### src/rtl/vga_fb_scanout.sv
// 640x480@60 VGA scanout: timing counters, 4x-replicated framebuffer addressing
// and a fixed 3-cycle pipeline keeping pixel, sync and frame markers aligned.
module vga_fb_scanout #(
  parameter int unsigned H_ACTIVE    = 640,
  parameter int unsigned H_FP        = 16,
  parameter int unsigned H_SYNC      = 96,
  parameter int unsigned H_BP        = 48,
  parameter int unsigned V_ACTIVE    = 480,
  parameter int unsigned V_FP        = 10,
  parameter int unsigned V_SYNC      = 2,
  parameter int unsigned V_BP        = 33,
  parameter int unsigned SCALE_SHIFT = 2,
  parameter int unsigned FB_WIDTH    = H_ACTIVE >> SCALE_SHIFT,
  parameter int unsigned ADDR_WIDTH  = 15,
  parameter int unsigned DATA_WIDTH  = 1
) (
  input  logic                  clk,
  input  logic                  reset,
  output logic [ADDR_WIDTH-1:0] read_addr,
  input  logic [DATA_WIDTH-1:0] q,
  output logic [DATA_WIDTH-1:0] pixel,
  output logic                  hsync,
  output logic                  vsync,
  output logic                  video_on,
  output logic                  frame_start
);

  localparam int unsigned CW      = 10;
  localparam int unsigned H_TOTAL = H_ACTIVE + H_FP + H_SYNC + H_BP;
  localparam int unsigned V_TOTAL = V_ACTIVE + V_FP + V_SYNC + V_BP;

  localparam logic [CW-1:0] H_LAST     = CW'(H_TOTAL - 1);
  localparam logic [CW-1:0] V_LAST     = CW'(V_TOTAL - 1);
  localparam logic [CW-1:0] H_ACT      = CW'(H_ACTIVE);
  localparam logic [CW-1:0] V_ACT      = CW'(V_ACTIVE);
  localparam logic [CW-1:0] H_SYNC_BEG = CW'(H_ACTIVE + H_FP);
  localparam logic [CW-1:0] H_SYNC_END = CW'(H_ACTIVE + H_FP + H_SYNC);
  localparam logic [CW-1:0] V_SYNC_BEG = CW'(V_ACTIVE + V_FP);
  localparam logic [CW-1:0] V_SYNC_END = CW'(V_ACTIVE + V_FP + V_SYNC);

  logic [CW-1:0] h_count;
  logic [CW-1:0] v_count;

  // Raster position; the line counter advances on each horizontal wrap
  always_ff @(posedge clk) begin
    if (reset) begin
      h_count <= '0;
      v_count <= '0;
    end else if (h_count == H_LAST) begin
      h_count <= '0;
      v_count <= (v_count == V_LAST) ? '0 : v_count + CW'(1);
    end else begin
      h_count <= h_count + CW'(1);
    end
  end

  logic                  act0_c;
  logic                  hs0_c;
  logic                  vs0_c;
  logic                  fs0_c;
  logic [ADDR_WIDTH-1:0] addr0_c;

  // Stage 0 decode of the current raster position
  always_comb begin
    act0_c  = (h_count < H_ACT) && (v_count < V_ACT);
    hs0_c   = !((h_count >= H_SYNC_BEG) && (h_count < H_SYNC_END));
    vs0_c   = !((v_count >= V_SYNC_BEG) && (v_count < V_SYNC_END));
    fs0_c   = act0_c && (h_count == '0) && (v_count == '0);
    addr0_c = '0;
    if (act0_c) begin
      addr0_c = ADDR_WIDTH'(32'(v_count >> SCALE_SHIFT) * FB_WIDTH
                            + 32'(h_count >> SCALE_SHIFT));
    end
  end

  logic act1, hs1, vs1, fs1;
  logic act2, hs2, vs2, fs2;

  // Stages 1-3; reset loads inactive values so nothing stale leaks out afterwards
  always_ff @(posedge clk) begin
    if (reset) begin
      read_addr   <= '0;
      act1        <= 1'b0;
      hs1         <= 1'b1;
      vs1         <= 1'b1;
      fs1         <= 1'b0;
      act2        <= 1'b0;
      hs2         <= 1'b1;
      vs2         <= 1'b1;
      fs2         <= 1'b0;
      pixel       <= '0;
      video_on    <= 1'b0;
      hsync       <= 1'b1;
      vsync       <= 1'b1;
      frame_start <= 1'b0;
    end else begin
      read_addr   <= addr0_c;
      act1        <= act0_c;
      hs1         <= hs0_c;
      vs1         <= vs0_c;
      fs1         <= fs0_c;
      act2        <= act1;
      hs2         <= hs1;
      vs2         <= vs1;
      fs2         <= fs1;
      pixel       <= act2 ? q : '0;
      video_on    <= act2;
      hsync       <= hs2;
      vsync       <= vs2;
      frame_start <= fs2;
    end
  end

endmodule

### config.mk
export PLATFORM = sky130hd
export DESIGN_NAME = vga_fb_scanout
export DESIGN_NICKNAME = d
export VERILOG_FILES = /design/src/rtl/vga_fb_scanout.sv
export SDC_FILE = /design/constraint.sdc
export NUM_CORES = 1
export LEC_CHECK = 0
export CELL_PAD_IN_SITES_DETAIL_PLACEMENT = 0
export CELL_PAD_IN_SITES_GLOBAL_PLACEMENT = 1
export CORE_MARGIN = 3
export CORE_UTILIZATION = 47
export DETAILED_ROUTE_END_ITERATION = 6
export PLACE_DENSITY = 0.9
export SETUP_SLACK_MARGIN = 0.15
export SYNTH_ARGS = -nofsm -noshare
export SYNTH_HDL_FRONTEND = slang
export SYNTH_SLANG_ARGS = --single-unit
### constraint.sdc
create_clock -name clk -period 5.2 [get_ports clk]
set_input_delay 1.04 -clock clk [delete_from_list [all_inputs] [get_ports clk]]
set_output_delay 1.04 -clock clk [all_outputs]
set_load 0.02 [all_outputs]
metal_stack.png
Drawn at 8 px/um. Two of the layers only.
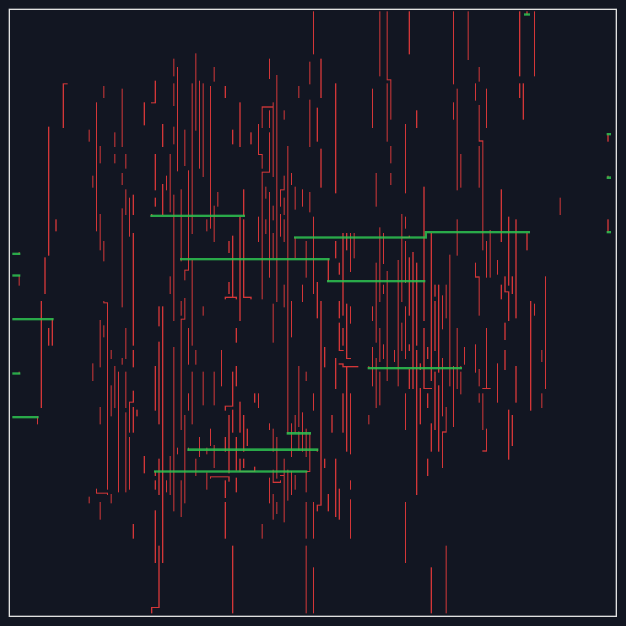
[met3] green | wire length: 132 um
[met2] red | wire length: 1,770 um
Routed Wire Length: 4.02 mm
drt wl/cell: 12.1 um
total track usage: 15.5%
Vias: 1,684

density.png
Drawn at 4 px/um. 8 x 8 tiles, from white (low) to dark blue (high), 0 to 100% covered.
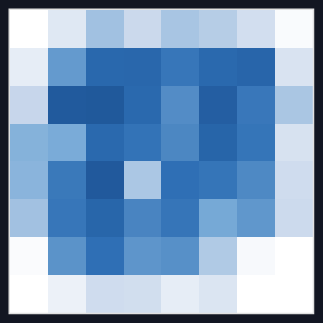
fullest tile: 84%
nearly empty tiles: 7.8%
mean over tiles: 46%
emptiest ninth of the die: south-east
tiles over 75% full: 19%
Final Util: 59.5%
FP Core Util: 50.4%

clock_map.png
Drawn at 8 px/um.
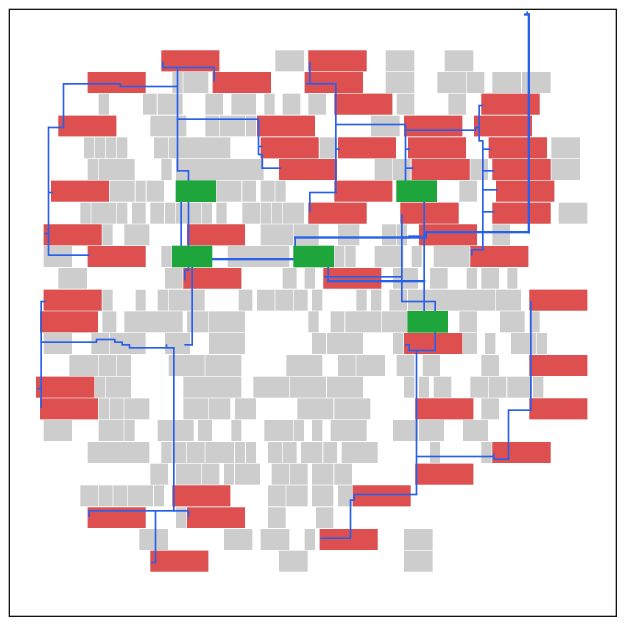
[cells driving clock nets] green | count: 5
[flip-flops] red | count: 48
[clock wires] blue | length: 506 um
routed clock nets: 6

final_congestion.png
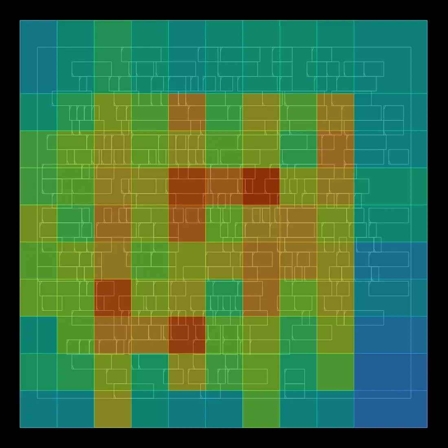
global routing's busiest layer: met2
met1 track demand over resource: 22.2%

==> flow_summary.yaml <==
# implementation run metrics
timing:
  rsz0062_at_grt: "no"
  timing.hold.ws_ns: 0.412
  hold_violations: 0
  worst_slack_ns: 2.34
  fin_worst_skew_ns: 0.00715
  fmax_ghz: 0.350
  setup_viol: 0
  slew_headroom_pct: 62.3
  drv_slew: 0
  finalCritPeriodShare_pct: 55.0
layout:
  n_all_buffers: 22
  inv_count: 10
  nNetsFinal: 289
  instances_no_fill: 331
  diodes: 0
  fin_area_sq_mm: 0.00270
  most-common-layout-cells: "48 x dfxtp_1, 37 x nor2_1, 22 x clkdlybuf4s50_1"
  comb_area_share_pct: 46.7
  lay_top_count: "dfxtp_1"
floorplanning:
  taps: 65
  dieArea_sq_mm: 0.00573
  fp.dieH_um: 75.7
clocking:
  clk_transition_reported_paths_ns: 0.09
  postCtsSetupBuffers: 0
  cts_hold_buf: 0
  cts_tree: "done"
  cts-root-buf: "clkbuf_8"
  cts_inserted_buffers: 5
worst_setup_path:
  arrival_ns: 3.06
  r2r-start: "v_count[5]"
  reg2reg_depth: 8
  r2r-end: "read_addr[14]"
  start_kind: "input port"
  startpoint: "reset"
  worstPathRequired_ns: 5.40
  cp_max_fo: 18
detailed_routing:
  drc: 0
  vias_per_cell: 5.09
  first_pass_iters: 4
placement:
  portBuffers: 22
  preCtsSetupSlack_ns: 1.97
  post_dp_cell_area_sq_mm: 0.00256
  post-place-cells: 323
run:
  warning_count: 28
  drv_cap: 0
run_status:
  status: "complete, no violations"
power_and_ir_drop:
  p_seq_share_pct: 52.7
  clkPwrFrac_pct: 44.3
  ir_drop_mv: 0.198
  internal-power_mw: 0.575
  p_leak_nw: 1.09
  powerDensity_mw_per_mm2: 265
yosys:
  flop_cell: "dfxtp_1"
  ys_area_sq_mm: 0.00228
  async_flop_share_pct: 0
  synth_seq_share_pct: 42.1
grt:
  grt_overflow: 0
  grt_pass1_vias: 1511
  antenna_found_initial: 0
  grt_pass1_wl_mm: 6.81
cell usage after synthesis (2+ instances only):
cell type,instances
a21oi_1,5
a21o_1,2
inv_1,9
xnor2_1,8
nand2_1,10
nor3_1,3
dfxtp_1,48
o21ba_2,2
and2_1,8
xor2_1,13
o21ai_0,7
nor4_1,5
or3_1,2
a211oi_1,3
nand3_1,10
or2_2,4
nor2_1,37
buf_2,2
nand4_1,7
ha_1,19
clkbuf_1,2
fa_1,2
nor4_4,2
and3_1,4
nor2b_1,8
registers in the layout (all words and copies together) (netlist names):
signal / count
v_count: 10
pixel: 1
vs1: 1
hs2: 1
act2: 1
h_count: 10
vs2: 1
hs1: 1
fs1: 1
fs2: 1
video_on: 1
hsync: 1
vsync: 1
read_addr: 15
act1: 1
frame_start: 1
cells by family (layout without fill, tap and decap cells):
group / Yosys count / count (layout) / synth area share, %
simple gates: 110 / 110 / 27.3
flops: 48 / 48 / 42.1
compound gates: 26 / 26 / 7.56
fa+ha+maj: 21 / 21 / 12.2
xor+xnor: 21 / 21 / 8.05
buf+inv: 16 / 40 / 2.79
layer usage:
layer	part of all wire (%)	global-route usage, %
met1	52	22.2
met2	44	23.5
met3	3.3	3.96
met4	0.67	3.50
met5	0	0
power groups by stage:
stage	logic, mW	clock network, mW	registers, mW
2_1_floorplan	0.0142	0	0.385
3_3_place_gp	0.0210	0	0.384
3_5_place_dp	0.0211	0	0.385
4_1_cts	0.0217	0.324	0.376
5_1_grt	0.0234	0.336	0.377
6_report	0.0213	0.316	0.376
worst max-delay path: stages:
cell             delay [ns]
clkdlybuf4s50_1        0.83
nor2_1                 0.08
nand3_1                0.38
clkinv_1               0.39
nand3_1                0.18
a21o_1                 0.12
nand2_1                0.04
Power figures rest on the tool's default switching activity, not on a simulated workload.
